Design reg_write_arbiter, sky130hd; sources not shown.
Run 1, supply network:
Scale bar: 10 µm. Pins as bars on the die edge.
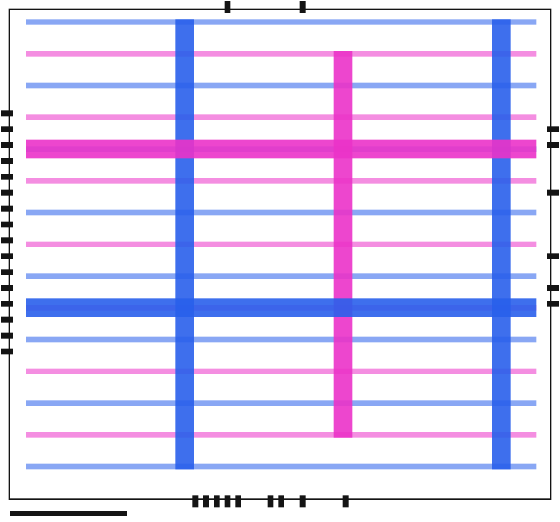
net	color
VSS	blue
VDD	magenta
met4 straps	3
met5 straps	2
signal pins	33
die height: 41.8 µm
Core Footprint: 1660 µm²
Die Wd: 46.3 µm
worst vdd rail ir drop: 0.330 mV

Run 1, placement by cell class:
Scale bar: 10 µm.
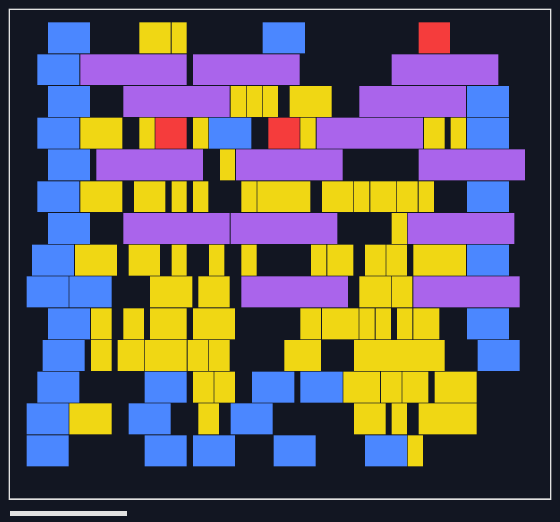
class	color	cells
other buffers and delay cells	blue	32
cells driving clock nets	red	3
all other logic	yellow	68
flip-flops	purple	14
Std-Cell Rows: 14
Seq/total area: 30.3%
Util after Layout: 69.5%
design area: 1160 µm²

Run 1, clock wires, drivers and flops:
Scale bar: 10 µm.
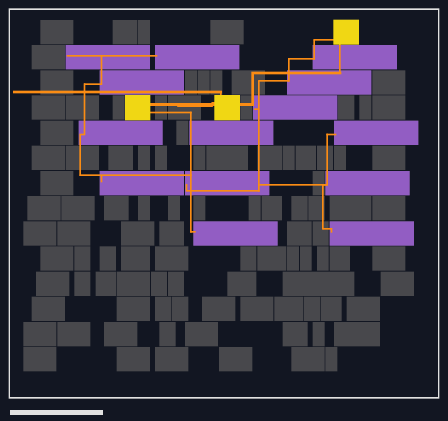
[flip-flops] purple | count: 14
[clock wires] orange | length: 172 µm
[cells driving clock nets] yellow | count: 3
routed clock nets	4
clk_lat worst skew: 0.27 ns
clock power share: 10.9%
reported clock group power: 0.0718 mW

Run 1, wiring by layer:
Two of the layers only.
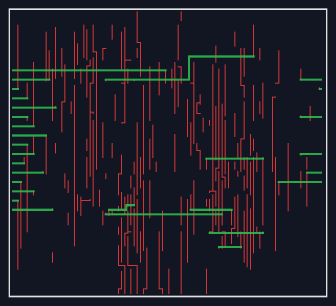
layer	color	wire length
met3	green	157 µm
met2	red	871 µm
Tot GR Track Use: 22.7%
via count: 770
final wirelength: 1.79 mm
drt wl/cell: 12.7 µm

==> run summary, run 1 <==
fresh numbers from the pnr run: outcome finished clean, Place WS 1.40 ns, Hold Crit Depth 2, Seq power 0.226 mW, Flops after synth 14, Leakage Power slightly below 0.5 nW, Cells after DPL 138, crit end category flip-flop, Post-Syn Instances 84, syn_area_per_cell roughly 9.4 µm², io pins 33, Worst R2R Path Depth 5, Tot Pwr 0.660 mW, CTS clk-pin slew, worst paths approximately 0.08 ns, met2 Use GR 38.0%, core utilization at floorplan 47.7%, first-pass GRT wire length 3.15 mm, Detailed Routing Iterations Pass 1 4, top power group combinational cells, area grow syn2layout 45.9%, routability cong. approximately 0.83, min setup slack post-route 1.70 ns, CP startpoint kind input port, instance count on the critical path 6, Fin Setup TNS 0 ns, Int Power 0.375 mW, layout cell share with drive strength beyond 1 11.1%, unrepaired setup endpoints after global routing no, sequential power share 34.2%, antenna violations before repair 0, busiest grt layer met2, Switching Share 43.2%, most instantiated logic cell after routing clkdlybuf4s50_1, min cycle time layout 2.59 ns, Area after DPL 1130 µm², Num CTS Buffers 3, Hold Violations, Final 0, comb pwr between 0.3 and 0.4 mW, post-CTS setup buffer count 0, Hold Slack 0.384 ns, CP max stage delay between 0.5 and 0.6 ns, Least-Margin Pin Slew a little under 0.6 ns, top cells by count nand2_1, dfrtp_1, a21oi_1, mux2i_1, o21ai_0, critical-path maximum fanout 14, crit-path leading delay family simple AND/OR/NAND/NOR gates, CTS HTree Levels 1, GRT met1 Usage 28.2%, # nets final 142, crit path kind input port to flip-flop, antenna diode count 0, most frequent cells in the layout clkdlybuf4s50_1, nand2_1, dfrtp_1, mux2i_1, a21oi_1, largest net degree at the start of global routing 15, # port buffers 32, Buf/Inv on CP 2, power share of the combinational group 54.9%, fin crit share between 60% and 70%, Hold Crit Class flip-flop to flip-flop, top area contributor share 44.2%, top cells, area dfrtp_1, nand2_1, mux2i_1, Seq share, synth 44.2%, sw power 0.285 mW, setup violators final 0, Log Warnings 26, max_slew headroom 60.3%, grt total ovfl 0, DR WL met2 870 µm, DP HPWL 1.41 mm, vias in the first global route 748, Max Cap Viol 0, clock root cell clkbuf_4, final cell count without fillers 141, WP data required around 4.3 ns
-- run 1: kinds of logic after synthesis --
| family | count (synthesis) | synth area share [%] |
|---|---|---|
| adders and majority gates | 1 | 1.58 |
| and+or+nand+nor | 35 | 23.2 |
| buffers and inverters | 4 | 2.05 |
| DFF | 14 | 44.2 |
| AOI/OAI and AO/OA | 24 | 21.5 |
| muxes | 6 | 7.57 |
-- run 1: layout make-up --
type / count / area [µm²] / share of cell area, %
multi-input combinational: 66 / 427 / 36.9
sequential: 14 / 350 / 30.3
timing repair buffer: 32 / 320 / 27.7
tap: 24 / 30.0 / 2.59
clock buffer: 3 / 22.5 / 1.95
inverter: 2 / 7.51 / 0.649
-- run 1: worst min-delay path: cells and delay by family, from the launching register on --
kind	cells	cell delay (ns)
AND/OR/NAND/NOR	2	0.11
flip-flops	1	0.35
==> run 2, diff against run 1 <==
- CORE_UTILIZATION: 45 -> 43
- PLACE_DENSITY: 0.84 -> 0.8
- clock period: 4.29 -> 2.7 ns (I/O delays scaled with it)
Run 2, supply network:
Scale bar: 10 µm. Pins as bars on the die edge.
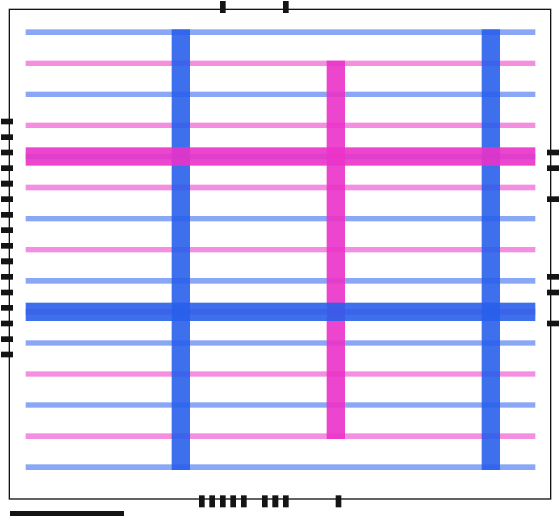
Die Wd: 47.3 µm
Core Footprint: 1700 µm²
worst vdd rail ir drop: 0.675 mV
die height: 42.7 µm

Run 2, placement by cell class:
Scale bar: 10 µm.
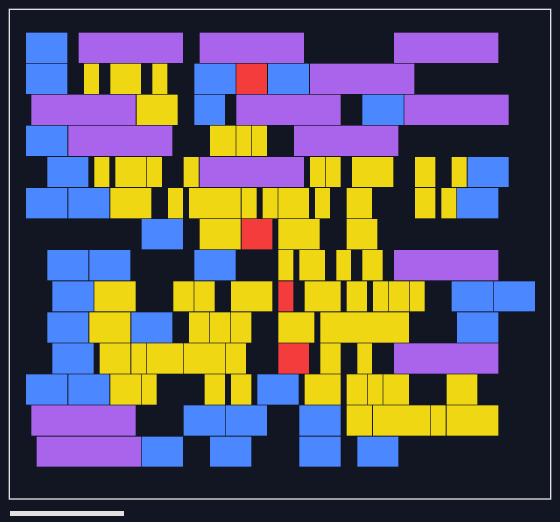
class	color	cells
other buffers and delay cells	blue	33
flip-flops	purple	14
clock drivers and dummy loads	red	4
all other logic	yellow	68
Seq/total area: 30.0%
Util after Layout: 68.8%

==> run summary, run 2 <==
fresh numbers from the pnr run: final cell count without fillers 143, Seq share, synth 44.2%, antenna diode count 0, Worst R2R Path Depth 5, routability cong. about 0.82, core utilization at floorplan 46.7%, Post-Syn Instances 84, area grow syn2layout 47.3%, instance count on the critical path 7, post-CTS setup buffer count 0, Leakage Power 0.489 nW, CP startpoint kind input port, CTS clk-pin slew, worst paths 0.09 ns, DP HPWL 1.52 mm, Hold Slack between 0.3 and 0.4 ns, outcome finished clean, busiest grt layer met2, fin crit share 83.8%, first-pass GRT wire length about 3.2 mm, Detailed Routing Iterations Pass 1 4, Place WS 0.156 ns, crit-path leading delay family buffers and inverters, Cells after DPL 139, WP data required 2.77 ns, GRT met1 Usage between 20% and 30%, Seq power roughly 0.36 mW, Switching Share between 40% and 50%, # nets final ~140, Sequential Area around 350 µm², grt total ovfl 0, # port buffers 32, crit path kind input port to flip-flop, met2 Use GR 34.8%, clock power share 11.6%, via count around 770, Max Cap Viol 0
-- run 2: cell count changes in the layout (fill, tap and decap cells not counted), sizes merged --
cell / before / now
clkinv: 0 / 1
buf: 0 / 1
-- run 2: final cells by class --
type	count	share of cell area (%)
Clock inverter	1	0.321
Clock buffer	3	1.93
Multi-Input combinational cell	66	36.5
Timing Repair Buffer	33	28.1
Sequential cell	14	30.0
Tap cell	24	2.57
Inverter	2	0.642
-- run 2: kinds of logic (layout without fill, tap and decap cells) --
kind of cell | count (synthesis) | after routing | share of synthesized area (%)
adder cells (fa/ha/maj) | 1 | 1 | 1.58
AND-OR/OR-AND | 24 | 24 | 21.5
multiplexers | 6 | 6 | 7.57
AND/OR/NAND/NOR | 35 | 35 | 23.2
flip-flops | 14 | 14 | 44.2
buffers and inverters | 4 | 39 | 2.05
No activity file was given, so power comes from the tool's default toggle rates.
